$ cat src/rtl/assert_stim_gen.sv
// Directed stimulus generator for the assertion-control checker: bursts of a |=> b transactions
// plus c/d pairs, with programmable violation injection and issued/violation counters.
module assert_stim_gen #(
  parameter int unsigned GAP_CYCLES = 2,
  parameter int unsigned CNT_W      = 32
) (
  input  logic             clk,
  input  logic             rst_n,
  input  logic             start,
  input  logic             abort,
  input  logic [1:0]       mode,
  input  logic [7:0]       burst_len,
  input  logic [7:0]       viol_gap,
  output logic             a,
  output logic             b,
  output logic             c,
  output logic             d,
  output logic             start_sim,
  output logic [CNT_W-1:0] count1,
  output logic [CNT_W-1:0] count2,
  output logic             busy,
  output logic             done
);

  typedef enum logic [2:0] {StIdle, StArm, StDrvA, StDrvB, StGap, StDone} state_e;

  localparam logic [3:0] GapLoad = (GAP_CYCLES == 0) ? 4'd0 : 4'(GAP_CYCLES - 1);

  state_e           state_q, state_d;
  logic [7:0]       idx_q, idx_d;
  logic [3:0]       gap_cnt_q, gap_cnt_d;
  logic [1:0]       mode_q, mode_d;
  logic [7:0]       len_q, len_d;
  logic [7:0]       vgap_q, vgap_d;
  logic [CNT_W-1:0] count1_q, count1_d;
  logic [CNT_W-1:0] count2_q, count2_d;
  logic             viol;

  // Violation flag for the transaction currently being driven; the guard avoids a modulo by zero.
  assign viol = (vgap_q != 8'd0) && ((idx_q % vgap_q) == 8'd0);

  always_ff @(posedge clk or negedge rst_n) begin
    if (!rst_n) begin
      state_q <= StIdle;
    end else begin
      state_q <= state_d;
    end
  end

  always_ff @(posedge clk or negedge rst_n) begin
    if (!rst_n) begin
      idx_q     <= '0;
      gap_cnt_q <= '0;
      mode_q    <= '0;
      len_q     <= '0;
      vgap_q    <= '0;
      count1_q  <= '0;
      count2_q  <= '0;
    end else begin
      idx_q     <= idx_d;
      gap_cnt_q <= gap_cnt_d;
      mode_q    <= mode_d;
      len_q     <= len_d;
      vgap_q    <= vgap_d;
      count1_q  <= count1_d;
      count2_q  <= count2_d;
    end
  end

  always_comb begin
    state_d   = state_q;
    idx_d     = idx_q;
    gap_cnt_d = gap_cnt_q;
    mode_d    = mode_q;
    len_d     = len_q;
    vgap_d    = vgap_q;
    count1_d  = count1_q;
    count2_d  = count2_q;
    unique case (state_q)
      StIdle: begin
        if (start && !abort) begin
          state_d  = StArm;
          mode_d   = mode;
          len_d    = burst_len;
          vgap_d   = viol_gap;
          idx_d    = '0;
          count1_d = '0;
          count2_d = '0;
        end
      end
      StArm: begin
        if (len_q == 8'd0) begin
          state_d = StDone;
        end else begin
          idx_d   = 8'd1;
          state_d = StDrvA;
        end
      end
      StDrvA: state_d = StDrvB;
      StDrvB: begin
        // Counters commit on the edge ending DRV_B even if abort lands in the same cycle.
        if (!(viol && mode_q[0]) && (count1_q != '1)) count1_d = count1_q + 1'b1;
        if (viol && (mode_q != 2'd0) && (count2_q != '1)) count2_d = count2_q + 1'b1;
        if (idx_q == len_q) begin
          state_d = StDone;
        end else if (GAP_CYCLES == 0) begin
          idx_d   = idx_q + 8'd1;
          state_d = StDrvA;
        end else begin
          gap_cnt_d = GapLoad;
          state_d   = StGap;
        end
      end
      StGap: begin
        if (gap_cnt_q == 4'd0) begin
          idx_d   = idx_q + 8'd1;
          state_d = StDrvA;
        end else begin
          gap_cnt_d = gap_cnt_q - 4'd1;
        end
      end
      StDone: state_d = StIdle;
      default: state_d = StIdle;
    endcase
    if (abort) state_d = StIdle;
  end

  always_comb begin
    a         = (state_q == StDrvA);
    c         = (state_q == StDrvA);
    d         = (state_q == StDrvA) && !(viol && mode_q[1]);
    b         = (state_q == StDrvB) && !(viol && mode_q[0]);
    start_sim = (state_q == StArm);
    busy      = (state_q != StIdle);
    done      = (state_q == StDone);
    count1    = count1_q;
    count2    = count2_q;
  end

endmodule

$ cat config.mk
export PLATFORM = sky130hd
export DESIGN_NAME = assert_stim_gen
export DESIGN_NICKNAME = d
export VERILOG_FILES = /design/src/rtl/assert_stim_gen.sv
export SDC_FILE = /design/constraint.sdc
export NUM_CORES = 1
export LEC_CHECK = 0
export ABC_AREA = 1
export CAP_MARGIN = 20
export CORE_MARGIN = 8
export CORE_UTILIZATION = 35
export CTS_BUF_LIST = sky130_fd_sc_hd__clkbuf_16
export CTS_CLUSTER_DIAMETER = 60
export CTS_CLUSTER_SIZE = 25
export DETAILED_ROUTE_END_ITERATION = 16
export GPL_TIMING_DRIVEN = 0
export SYNTH_ARGS = -nofsm -noshare
export SYNTH_HDL_FRONTEND = slang
export SYNTH_SLANG_ARGS = --single-unit
export TNS_END_PERCENT = 30
$ cat constraint.sdc
create_clock -name clk -period 24.2 [get_ports clk]
set_clock_uncertainty 0.05 [all_clocks]
set_input_delay 3.63 -clock clk [delete_from_list [all_inputs] [get_ports clk]]
set_output_delay 3.63 -clock clk [all_outputs]
set_load 0.01 [all_outputs]
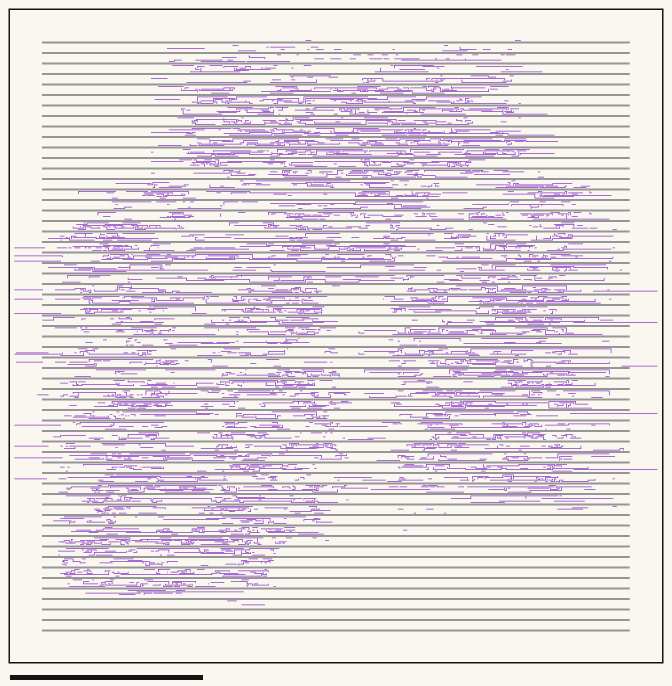
Fig. 1. Metal 1.
Scale bar: 50 µm. Supply wires on this layer in grey.
main direction = horizontal
nets with wire on the layer = 1,267
routing usage on met1: 22.6%
via count: 7,926
final wirelength: 23,500 µm

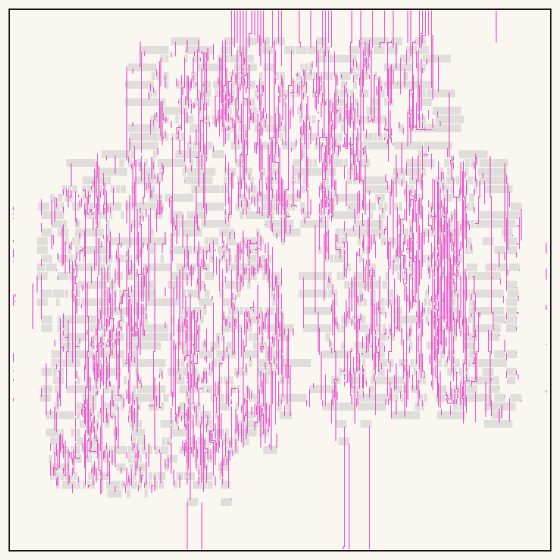
Fig. 2. Met2 routing.
share of all routed wire = 46%
wire length on this layer = 10,700 µm
GR Layer Usage met2: 27.6%

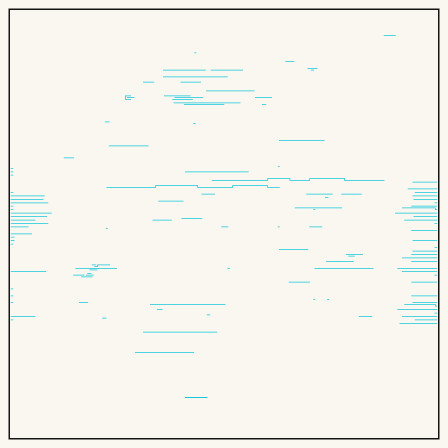
Fig. 3. Signal wires on met3.
share of all routed wire = 4.7%
main direction = horizontal
wire length on this layer = 1,110 µm
nets with wire on the layer = 109
met3 usage: 2.87%

==> flow.log <==
[metrics] run summary
[metrics] sequential fraction of design power: 17.2%
[metrics] Comb/total area: around half
[metrics] outcome: finished, final reports clean
[metrics] number of cells in Yosys stat: between 1,000 and 1,500
[metrics] area growth from synthesis to final layout: 20.4%
[metrics] Max clock buf depth: 2
[metrics] critical path launch point type: flop
[metrics] Clock group: 0.158 mW
[metrics] number of DRC markers in iteration 0: 486
[metrics] clock transition at the registers of the reported paths: 0.07 ns
[metrics] number of flip-flops and latches: 97
[metrics] Storage cell area: roughly 0.0024 mm²
[metrics] Max FO, Critical Path: 9
[metrics] net switching component of the power: 0.555 mW
[metrics] internal power summed over all cells: approximately 0.56 mW
[metrics] fill count: 2,472
[metrics] Synth top area share: ~30%
[metrics] final std cells w/o fill: ~1,600
[metrics] number of synthesized register bits: 97
[metrics] most frequent cells after synthesis: sky130_fd_sc_hd__nand2_1 (344), sky130_fd_sc_hd__nor2_1 (145), sky130_fd_sc_hd__inv_1 (126)
[metrics] leakage power figure: 4.41 nW
[metrics] Final min period: 14.52 ns
[metrics] number of buffers inserted by port buffering: 92
[metrics] combinational group share of total power: between 60% and 70%
[metrics] worst path setup slack after routing: 9.68 ns
[metrics] Non-Filler Cell Area, Final: 0.00985 mm²
[metrics] startpoint of the worst setup timing path: vgap_q[0]$_DFFE_PN0P_
[metrics] Async S/R FF share, synth: 100%
[metrics] portion of netlist area occupied by mux cells: 0%
[metrics] share of post-route cells with drive strength above 1: 6.42%
[metrics] worst hold path startpoint: gap_cnt_q[0]$_DFFE_PN0P_
[metrics] vias per cell: 4.83
[metrics] post-synthesis instance total: 1,214
[metrics] Clock Sinks: 97
[metrics] synthesized cell area: about 0.008 mm²
[metrics] weighted congestion reported at the end of routability-driven placement: 0.938
[metrics] layout buffer count excluding clock buffers: 128
[metrics] antenna diode instance count: 0
[metrics] minimum hold slack: 0.448 ns
[metrics] overflow left after global routing: 0
[metrics] final count of negative-setup-slack endpoints: 0
[metrics] Logic family by area: simple AND/OR/NAND/NOR gates
[metrics] worst hold-check path type: flop to flop
[metrics] destination of the worst register-to-register timing path: count1[31]$_DFFE_PN0P_
[metrics] detailed placer's ending HPWL: around 19,000 µm
[metrics] Chip Area: 0.0285 mm²
[metrics] WS Path Type: flop to output pin
[metrics] Critical Path Most Common Cell: sky130_fd_sc_hd__nand2_1
[metrics] compound-cell area share of the yosys netlist: under 10%
[metrics] Post CTS Setup Buffer Count: 0
[metrics] clock buffers created by TritonCTS: 9
[metrics] pwr/cell area: about 110 mW/mm²
[metrics] final sum of negative setup slack: 0 ns
[metrics] Final Net Count: 1,384
[metrics] kind of cell with the highest combined delay on the critical path: simple AND/OR/NAND/NOR gates
[metrics] final period utilization: roughly 60%
[metrics] relative slew slack: between 40 and 50%
[metrics] Detail Route met3 WL: 1110 µm
[metrics] required time worst endpoint: 20.52 ns
[metrics] cell count along the critical path: 70
[metrics] simple-gate share of the synthesized area: 41.2%
[metrics] global-route wire length before repair: between 30,000 and 40,000 µm
[metrics] Initial DRT Pass Iterations: 9
[metrics] average footprint of a synthesized cell: 6.74 µm²
[metrics] die outline height: between 150 and 200 µm
[metrics] main flop type: sky130_fd_sc_hd__dfrtp_1
[metrics] clock buffers: 9
[metrics] Final Slew Violations: 0
[metrics] worst path arrival time: 10.84 ns
No activity file was given, so power comes from the tool's default toggle rates.
